Figure 1. Routing congestion.
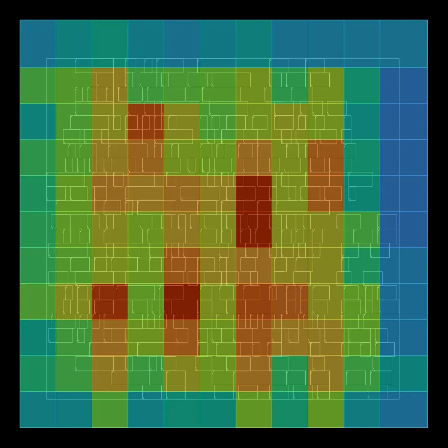
Figure 2. Routed metal per tile.
Bar = 20 µm. The die is cut into 16 by 16 equal tiles; dark purple is low, yellow is high, scaled to the fullest tile. Values are wire area over tile area, all layers added.
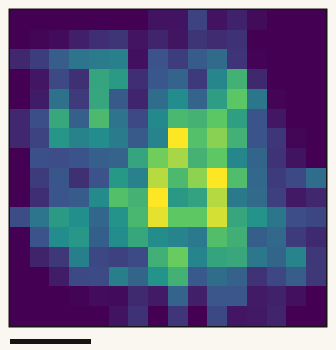
**src/rtl/sdram_timing_unit.sv**
```systemverilog
// Timing counter beside the SDRAM control FSM: turns load strobes into a countdown
// with decoded status, and schedules periodic auto-refresh windows.
module sdram_timing_unit #(
    parameter int CW       = 10,
    parameter int TPRE     = 3,
    parameter int TCAS     = 3,
    parameter int TRFC     = 7,
    parameter int TREF_INT = 780
) (
    input  logic          clk,
    input  logic          reset,
    input  logic          load_tpre,
    input  logic          load_tcas,
    input  logic          load_tburst,
    input  logic          load_twait,
    input  logic [3:0]    burst,
    input  logic [1:0]    size,
    input  logic [9:0]    tlat,
    output logic [CW-1:0] countout,
    output logic [1:0]    status,
    output logic          ref_done,
    output logic          load_err,
    output logic          ref_overrun
);

    localparam int RW = $clog2(TREF_INT + 1);
    localparam logic [RW-1:0] REF_RELOAD = RW'(TREF_INT - 1);

    typedef enum logic [1:0] {
        IDLE    = 2'd0,
        COUNT   = 2'd1,
        REFRESH = 2'd2
    } state_t;

    state_t        state_q, state_d;
    logic [CW-1:0] cnt_q, cnt_d;
    logic [1:0]    status_q, status_d;
    logic          ref_done_q, ref_done_d;
    logic          load_err_q, load_err_d;
    logic          ref_overrun_q, ref_overrun_d;
    logic          ref_pending_q, ref_pending_d;
    logic [RW-1:0] ref_cnt_q, ref_cnt_d;

    logic          any_load;
    logic          multi_load;
    logic          ref_tick;
    logic          ref_clear;
    logic [CW-1:0] load_n;

    function automatic logic [CW-1:0] at_least_one(input logic [CW-1:0] v);
        return (v == '0) ? CW'(1) : v;
    endfunction

    // Priority tpre > tcas > tburst > twait; a zero-length load becomes one cycle.
    function automatic logic [CW-1:0] load_value(
        input logic       lp,
        input logic       lc,
        input logic       lb,
        input logic [3:0] b,
        input logic [1:0] s,
        input logic [9:0] t
    );
        logic [3:0]    beff;
        logic [6:0]    prod;
        logic [CW-1:0] v;
        beff = (b == 4'd0) ? 4'd1 : b;
        prod = {3'b000, beff} << s;
        if (lp)      v = CW'(TPRE);
        else if (lc) v = CW'(TCAS);
        else if (lb) v = CW'(prod);
        else         v = CW'(t);
        return at_least_one(v);
    endfunction

    function automatic logic [1:0] decode_status(input state_t st, input logic [CW-1:0] c);
        logic [1:0] r;
        case (st)
            REFRESH: r = 2'b11;
            COUNT:   r = (c == CW'(1)) ? 2'b10 : ((c == '0) ? 2'b00 : 2'b01);
            default: r = 2'b00;
        endcase
        return r;
    endfunction

    always_comb begin
        any_load   = load_tpre | load_tcas | load_tburst | load_twait;
        multi_load = $countones({load_tpre, load_tcas, load_tburst, load_twait}) > 1;
        load_n     = load_value(load_tpre, load_tcas, load_tburst, burst, size, tlat);

        state_d    = state_q;
        cnt_d      = cnt_q;
        ref_done_d = 1'b0;
        ref_clear  = 1'b0;
        ref_tick   = (ref_cnt_q == '0);
        ref_cnt_d  = ref_tick ? REF_RELOAD : (ref_cnt_q - RW'(1));

        load_err_d    = load_err_q | multi_load | (any_load && state_q == REFRESH);
        ref_overrun_d = ref_overrun_q | (ref_tick & ref_pending_q);

        case (state_q)
            IDLE: begin
                if (any_load) begin
                    state_d = COUNT;
                    cnt_d   = load_n;
                end else if (ref_pending_q) begin
                    state_d = REFRESH;
                    cnt_d   = CW'(TRFC);
                end
            end
            COUNT: begin
                if (any_load) begin
                    cnt_d = load_n;
                end else if (cnt_q <= CW'(1)) begin
                    state_d = IDLE;
                    cnt_d   = '0;
                end else begin
                    cnt_d = cnt_q - CW'(1);
                end
            end
            REFRESH: begin
                if (cnt_q <= CW'(1)) begin
                    state_d    = IDLE;
                    cnt_d      = '0;
                    ref_done_d = 1'b1;
                    ref_clear  = 1'b1;
                end else begin
                    cnt_d = cnt_q - CW'(1);
                end
            end
            default: begin
                state_d = IDLE;
                cnt_d   = '0;
            end
        endcase

        // A fresh interval expiry outranks the clear from a finishing window.
        if (ref_tick)       ref_pending_d = 1'b1;
        else if (ref_clear) ref_pending_d = 1'b0;
        else                ref_pending_d = ref_pending_q;

        status_d = decode_status(state_d, cnt_d);
    end

    always_ff @(posedge clk) begin
        if (reset) begin
            state_q       <= IDLE;
            cnt_q         <= '0;
            status_q      <= 2'b00;
            ref_done_q    <= 1'b0;
            load_err_q    <= 1'b0;
            ref_overrun_q <= 1'b0;
            ref_pending_q <= 1'b0;
            ref_cnt_q     <= REF_RELOAD;
        end else begin
            state_q       <= state_d;
            cnt_q         <= cnt_d;
            status_q      <= status_d;
            ref_done_q    <= ref_done_d;
            load_err_q    <= load_err_d;
            ref_overrun_q <= ref_overrun_d;
            ref_pending_q <= ref_pending_d;
            ref_cnt_q     <= ref_cnt_d;
        end
    end

    assign countout    = cnt_q;
    assign status      = status_q;
    assign ref_done    = ref_done_q;
    assign load_err    = load_err_q;
    assign ref_overrun = ref_overrun_q;

endmodule

```
**config.mk**
```make
export PLATFORM = sky130hd
export DESIGN_NAME = sdram_timing_unit
export DESIGN_NICKNAME = d
export VERILOG_FILES = /design/src/rtl/sdram_timing_unit.sv
export SDC_FILE = /design/constraint.sdc
export NUM_CORES = 1
export LEC_CHECK = 0
export CELL_PAD_IN_SITES_DETAIL_PLACEMENT = 1
export CELL_PAD_IN_SITES_GLOBAL_PLACEMENT = 1
export CORE_MARGIN = 5
export CORE_UTILIZATION = 41
export DETAILED_ROUTE_END_ITERATION = 10
export PLACE_DENSITY_LB_ADDON = 0.25
export SLEW_MARGIN = 15
export SYNTH_ARGS = -nofsm -noshare
export SYNTH_HDL_FRONTEND = slang
export SYNTH_SLANG_ARGS = --single-unit
```
**constraint.sdc**
```tcl
create_clock -name clk -period 3.7 [get_ports clk]
set_input_delay 0.74 -clock clk [delete_from_list [all_inputs] [get_ports clk]]
set_output_delay 0.74 -clock clk [all_outputs]
set_load 0.01 [all_outputs]
```
==> impl_metrics.yaml <==
# yosys + openroad results
pwr:
  power.density_nw_per_um2: 314
  power.leakage_nw: 0.911
critical_path:
  crit_chain: "clkdlybuf4s50_1 -> inv_1 -> ha_1 -> nor3b_2 -> or2_2 -> nor2_1 -> a311oi_2 -> nand4_1 -> nor4_2 -> a31oi_1"
  cp_top_family: "simple AND/OR/NAND/NOR gates"
  worst_ep_arrival_time_ps: 3220
  rr_startpoint: "countout[0]$_SDFF_PP0_"
  startpoint: "load_tpre"
  crit_cells: 10
  startpoint_type: "primary input"
  cp-endpoint: "status[0]$_SDFF_PP0_"
  reg2reg_to: "status[1]$_SDFF_PP0_"
  cpPeakStageDelay_ps: 470
  worst_setup_path_end_kind: "flip-flop"
  critPathRequiredTime_ps: 3830
  r2r_slack_ps: 900
floorplan:
  taps: 52
  fp.dieH_um: 78.1
  io_pins: 37
  initial_core_util: 0.431
  dieArea_um2: 6100
  rows: 24
  core_um2: 4410
detailed_routing:
  vias_per_cell: 5.76
  drt_pre_antenna_iters: 4
placed_design:
  io_buffers: 36
  numPlacedInstances: 323
  place_ws_ps: 350
  place.gp.congestion: 0.843
layout:
  drive_gt1_frac: 0.0873
  logic_gates: 192
  n_all_inverters: 14
  clkbuf_count: 3
  antennaDiodeCount: 0
  fillers: 550
  signal_buffers: 37
  final_net_count: 305
  syn_to_final_growth_pct: 25.0
  register_area_um2: 561
  sh_seq_area: 0.236
  buf_share: 0.155
  flop-count: 28
timing:
  setup_viol: 0
  skew_ps: 4.84
  final_hold_viol_count: 0
  rsz0062_at_grt: "no"
  slew-limit-headroom: 0.614
  fin_crit_ps: 3080
  final_max_slew_viol_count: 0
hold_path:
  hold_start: "ref_cnt_q[0]$_SDFF_PP1_"
  hold_path_class: "reg -> reg"
yosys:
  most_common_cell: "nor2_1"
  ff_type: "dfxtp_1"
  yosysSeqAreaShare: 0.295
  synth-edff-count: 0
  fp_nets: 270
  synthArstFlopShare: 0
  yosysChipArea_um2: 1900
  syn_area_per_cell_um2: 7.90
  top_area_cell: "dfxtp_1"
  ys_top_cells_by_count: "nor2_1 (38), dfxtp_1 (28), nand2_1 (20), a21oi_1 (14), inv_1 (14)"
  topCellsByArea: "dfxtp_1 (29%), nor2_1 (7.5%), xnor2_1 (4.1%)"
  top_area_frac: 0.295
  synth_area_um2: 1900
  yosysWarnings: 0
  ys_ff: 28
global_routing:
  globalRouteMet1Util: 0.237
  grt_max_degree: 18
  grt_remaining_overflow: 0
  grt_pass1_vias: 1959
  grt_pass1_wl_um: 9250
clock_tree:
  hold_buffers: 0
  cts_tree: "built"
  clockRootBuffer: "clkbuf_8"
  numCtsBuffers: 3
  h-tree-depth: 1
  clock_path_buffers: 2
  postCtsSetupBuffers: 0
  cts.sinks: 28
run_status:
  status: "complete, no violations"
flow_run:
  drv_cap: 0
About Figure 1:
met2 usage: 0.306
Global Route met3 Usage: 0.0286
Final Util: 0.539
WL/cell: 16.5 µm

About Figure 2:
mean over tiles: 0.14
nearly empty tiles: 21%
emptiest ninth of the die: top right
densest ninth of the die: middle
tiles over half the peak: 21%
fullest tile: 0.50
Post-Route WL: 5400 µm
detailed-route via count: 1884
GR Util All Layers: 0.182

-- power by group --
group / switching, mW / leakage [nW] / internal [mW]
clock: 0.0913 / 0.0357 / 0.145
sequential: 0.0162 / 0.229 / 0.313
combinational: 0.0940 / 0.647 / 0.0895
-- routing by layer --
layer	share of wire	wire, µm	vias up
met5	0	0	-
met4	0.016	88	0
li1	-	-	923
met1	0.44	2400	910
met3	0.049	265	10
met2	0.49	2650	41
-- logic make-up after synthesis --
kind of cell               count (synthesis)  synth area share
adders and majority gates                  7            0.0500
muxes                                      5            0.0276
xor gates and xnor gates                  12            0.0552
AOI/OAI and AO/OA                         55             0.212
and+or+nand+nor                          113             0.319
DFF                                       28             0.295
buffers and inverters                     21            0.0421
Power and IR drop assume default switching activity.
